==> config.mk <==
export PLATFORM = sky130hd
export DESIGN_NAME = uart_rx
export DESIGN_NICKNAME = d
export VERILOG_FILES = /design/src/rtl/uart_rx.sv
export SDC_FILE = /design/constraint.sdc
export NUM_CORES = 1
export LEC_CHECK = 0
export ABC_AREA = 1
export CAP_MARGIN = 20
export CORE_MARGIN = 5
export CORE_UTILIZATION = 50
export DETAILED_ROUTE_END_ITERATION = 8
export GPL_TIMING_DRIVEN = 0
export PLACE_DENSITY = 0.72
export SLEW_MARGIN = 10
export SYNTH_ARGS = -nofsm -noshare
export SYNTH_HDL_FRONTEND = slang
export SYNTH_SLANG_ARGS = --single-unit
==> constraint.sdc <==
create_clock -name clk -period 2.6 [get_ports clk]
set_input_delay 0.39 -clock clk [delete_from_list [all_inputs] [get_ports clk]]
set_output_delay 0.39 -clock clk [all_outputs]
set_load 0.02 [all_outputs]
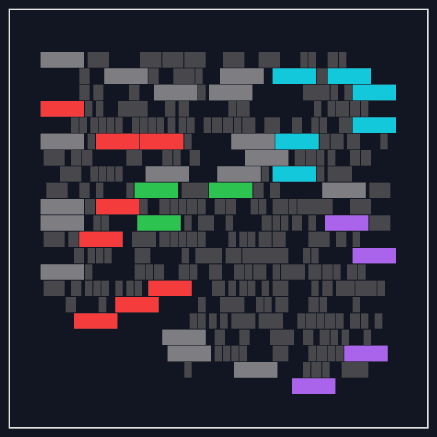
Run 1: sequential cells colored by netlist name
Drawn at 6 px/um. Other sequential cells in the stronger gray, the rest of the logic in the fainter gray.
legend:
  red:
    signal: r_shift
    placed_flops: 8
    where: west
  green:
    signal: r_bit_cnt
    placed_flops: 3
  cyan:
    signal: r_tick_cnt
    placed_flops: 6
    where: north-east
  purple:
    signal: r_os_cnt
    placed_flops: 4
not colored: 17
Seq group: 0.000692 W
final core utilization: 60.2%
register area: 761 um^2

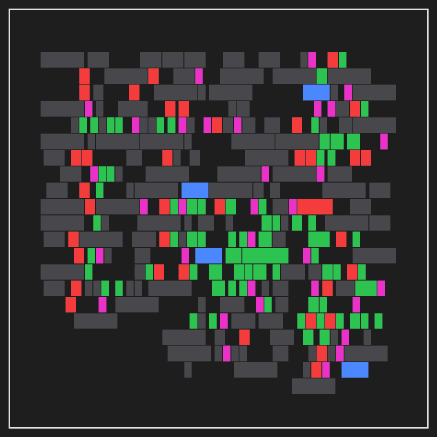
Run 1: gate-type map
Drawn at 6 px/um.
legend:
  green:
    family: nand cells
    cells: 70
    most_used: nand2_1
  blue:
    family: fa/ha/maj cells
    cells: 4
    most_used: ha_1
  red:
    family: aoi and oai cells
    cells: 37
    most_used: a21oi_1
  magenta:
    family: inv cells
    cells: 33
    most_used: inv_1
most used logic cell in the final layout: nand2_1
Post-Layout Cell Count: 311
Comb/total area: 41.4%

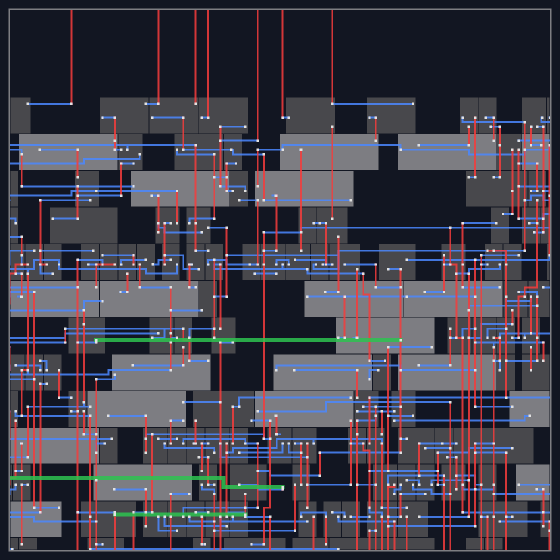
Run 1: zoomed window
Region (15, 29) to (55, 69) um. Cells in gray, sequential cells in the stronger gray; small squares are vias.
legend:
  green:
    layer: metal 3
  blue:
    layer: metal 1
  red:
    layer: metal 2
most frequent: nand2_1 (18), dfxtp_1 (18), nor2_1 (15)
cells with their middle in the window: 115
sequential cells in the window: 18

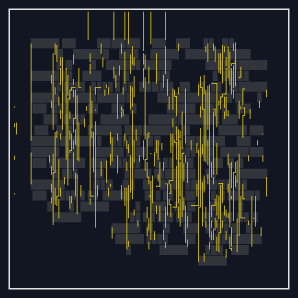
Run 1: met2 routing
Drawn at 4 px/um.
main direction: vertical
share of all routed wire: 46%
longest straight run: 38.1 um
nets with wire on the layer: 203
GR Layer Usage met2: 23.2%
DR vias: 1479
final wirelength: 3310 um

==> flow_summary_export.csv, run 1 <==
group,metric,value,unit
yosys,ys_seq_share,43.0,%
yosys,synth_cell_type_count,26,
status,status,"complete, no violations",
final_timing,setup_violations,0,
final_timing,skew,0.0233,ns
setup_path,critical_path_class,"flop to output pin",
power,power.density,797,mW/mm^2
power,p_int,0.000990,W
yosys,avgSynthCellArea,7.32,um^2
grt,grt_overflow_total,0,
clock_network,clock_latency,0.35,ns
setup_path,ff2ff_setup_slack,1.03,ns
setup_path,cp_max_fo,8,
power,combPwrFrac,36.9,%
power,p_sw_share,39.2,%
final_timing,slew_violations,0,
setup_path,required,2.21,ns
route,viasPerCell,4.76,
clock_network,postCtsSetupBuffers,0,
power,vdd_ir_drop_max,0.392,mV
yosys,ys_area,0.00177,mm^2
clock_network,cts-buffers-inserted,5,
power,switchingPower,0.000638,W
route,wl_per_cell,10.6,um
clock_network,clk_pin_slew,0.12,ns
placement,dp_hpwl,2360,um
cells_and_area,antenna_cells,0,
grt,grt_usage,14.3,%
final_timing,whs,0.434,ns
yosys,yosys_warnings,0,
placement,io_buffers,15,
final_timing,fin_setup_tns,0,ns
floorplanning,fp.dieH,69.5,um
clock_network,cts_tree,"yes",
yosys,postSynthCellCount,242,
[run 1: cells in the final DEF (no fill, tap or decap), types with 3 or more instances in the layout]
master           synthesis  layout
nor2_1                  35      35
inv_1                   26      26
nor3_1                   4       4
dfxtp_1                 38      38
nor2_2                   4       4
nor2_4                   6       6
nand2_1                 47      47
a21oi_1                 20      20
nand2_2                  4       4
o21ai_1                  4       4
clkbuf_4                 0       5
nand3_1                 13      13
inv_2                    7       7
or2_2                    3       3
ha_1                     4       4
o21ai_0                 12      12
clkdlybuf4s50_1          0      15
[run 1: area by class of cell]
cell class	instances	area, um^2
fillers	327	1350
multi-input cells	164	846
flip-flops and latches	38	761
repair buffers	15	150
inverters	33	124
well taps	46	57.6
clock buffers	6	51.3
plain buffers	7	40.0
clock inverters	2	12.5
[run 1: metrics by stage]
stage               area, um^2  utilization, %  setup slack, ns  total power, W
global route              2040            60.2            0.475         0.00174
CTS                       2040            60.2            0.543         0.00164
global placement          1980            58.4            0.802         0.00130
detailed placement        1980            58.4            0.782         0.00131
finish                    2040            60.2            0.561         0.00163
floorplan                 1770               -             1.25         0.00119
[run 1: critical path, stage by stage, from the launching register on]
cell and delay, ns:
dfxtp_1 0.31, buf_2 0.18, nor2_4 0.21, nand2_1 0.09, clkdlybuf4s50_1 0.54
[run 1: power groups by stage]
stage               clock network, W  registers [W]  logic (W)
floorplan                          0       0.000697   0.000497
global placement                   0       0.000703   0.000599
detailed placement                 0       0.000705   0.000603
CTS                         0.000344       0.000692   0.000606
global route                0.000374       0.000701   0.000669
finish                      0.000335       0.000692   0.000601
[run 1: logic make-up (layout without fill, tap and decap cells)]
logic type	after synthesis	in the layout	synth area share (%)
compound gates	37	37	11.1
xor+xnor	1	1	0.495
fa+ha+maj	4	4	2.83
buf+inv	40	63	9.26
flops	38	38	43.0
simple gates	122	122	33.4
[run 1: cells in the mapped netlist (6+ instances only)]
library cell	number
a21oi_1	20
dfxtp_1	38
inv_1	26
inv_2	7
nand2_1	47
nand3_1	13
nor2_1	35
nor2_4	6
o21ai_0	12
[run 1: layer usage]
metal	GRT usage (%)	vias to the layer above	wire, um
met5	0	-	0
met2	23.2	17	1510
met4	5.86	0	25
li1	-	809	-
met1	17.5	651	1670
met3	4.20	2	98
--- run 2 (diff from run 1) ---
- PLACE_DENSITY: 0.72 -> 0.75
- clock period: 2.6 -> 1.8 ns (I/O delays scaled with it)
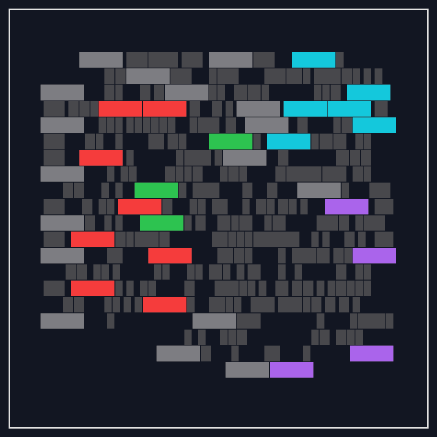
Run 2: sequential cells colored by netlist name
Drawn at 6 px/um. Other sequential cells in the stronger gray, the rest of the logic in the fainter gray.
legend:
  cyan:
    signal: r_tick_cnt
    placed_flops: 6
    where: north-east
  green:
    signal: r_bit_cnt
    placed_flops: 3
  red:
    signal: r_shift
    placed_flops: 8
  purple:
    signal: r_os_cnt
    placed_flops: 4
final core utilization: 60.2%
Seq group: 0.000998 W
sequential share of cell area: 37.3%

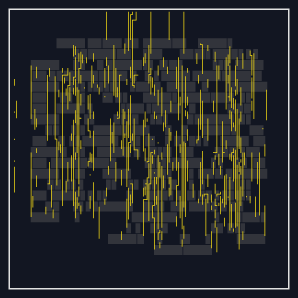
Run 2: met2 routing
Drawn at 4 px/um.
wire length on this layer: 1500 um
share of all routed wire: 45%
main direction: vertical
final wirelength: 3290 um
GR Layer Usage met2: 24.4%
DR vias: 1474

==> flow_summary_export.csv, run 2 <==
group,metric,value,unit
grt,grt_overflow_total,0,
clock_network,cts-buffers-inserted,5,
yosys,synth_cell_type_count,26,
setup_path,slowest_stage,"dlygate4sd2_1",
power,vdd_ir_drop_max,0.572,mV
setup_path,cpLargestDelayFamily,"buffers and inverters",
yosys,postSynthCellCount,242,
yosys,ys_area,0.00177,mm^2
yosys,yosys_warnings,0,
power,power.density,1140,mW/mm^2
route,viasPerCell,4.74,
clock_network,clock_latency,0.34,ns
yosys,synth.most_common_cell,"nand2_1",
placement,io_buffers,15,
final_timing,slew_violations,0,
setup_path,cp_slowest_stage_delay,0.32,ns
cells_and_area,seq_area,761,um^2
cells_and_area,mi_logic_area,846,um^2
floorplanning,fp.dieH,69.5,um
setup_path,crit_chain,"buf_2, nor2_4, nand2_1, dlygate4sd2_1",
cells_and_area,antenna_cells,0,
status,status,"complete, no violations",
cells_and_area,final_common_cell,"nand2_1",
final_timing,fin_setup_tns,0,ns
yosys,ys_seq_share,43.0,%
clock_network,postCtsSetupBuffers,0,
setup_path,ff2ff_setup_slack,0.24,ns
setup_path,required,1.53,ns
cells_and_area,fill_cells,299,
setup_path,cp_num_buf_inv,2,
final_timing,setup_violations,0,
setup_path,critical_path_class,"flop to output pin",
## run 2: cell counts after synthesis
Identical to the previous run, type by type.
## run 2: logic make-up after synthesis
family          count (synthesis)  share of synthesized area (%)
simple gates                  122                           33.4
flops                          38                           43.0
fa+ha+maj                       4                           2.83
compound gates                 37                           11.1
xor+xnor                        1                          0.495
buf+inv                        40                           9.26
## run 2: power by group through the flow
stage	clock, W	sequential [W]	combinational (W)
CTS	0.000492	0.000997	0.000873
global route	0.000521	0.00101	0.000986
global placement	0	0.00101	0.000861
finish	0.000465	0.000998	0.000867
floorplan	0	0.00101	0.000718
detailed placement	0	0.00102	0.000881
## run 2: layout make-up
| class | instances | share of cell area [%] |
|---|---|---|
| Clock buffer | 6 | 2.51 |
| Timing Repair Buffer | 15 | 7.30 |
| Multi-Input combinational cell | 164 | 41.4 |
| Clock inverter | 2 | 0.613 |
| Inverter | 33 | 6.07 |
| Sequential cell | 38 | 37.3 |
| Tap cell | 46 | 2.82 |
| Buffer | 7 | 1.96 |
## run 2: layer usage
layer / routed length [um] / GRT usage (%)
met1: 1650 / 19.0
met5: 0 / 0
met4: 48 / 5.64
met2: 1490 / 24.4
met3: 105 / 4.35
## run 2: through the flow
stage | instances | hold slack [ns] | instance area [um^2] | setup WS (ns) | total power [W]
3_3_place_gp | 303 | 0.405 | 1980 | 0.147 | 0.00188
5_1_grt | 311 | 0.468 | 2040 | 0.00396 | 0.00252
4_1_cts | 311 | 0.437 | 2040 | 0.0582 | 0.00236
2_1_floorplan | 242 | 0.377 | 1770 | 0.451 | 0.00173
3_5_place_dp | 303 | 0.409 | 1980 | 0.144 | 0.00190
6_report | 311 | 0.435 | 2040 | 0.0926 | 0.00233
Power is estimated from default activity; no workload was simulated.
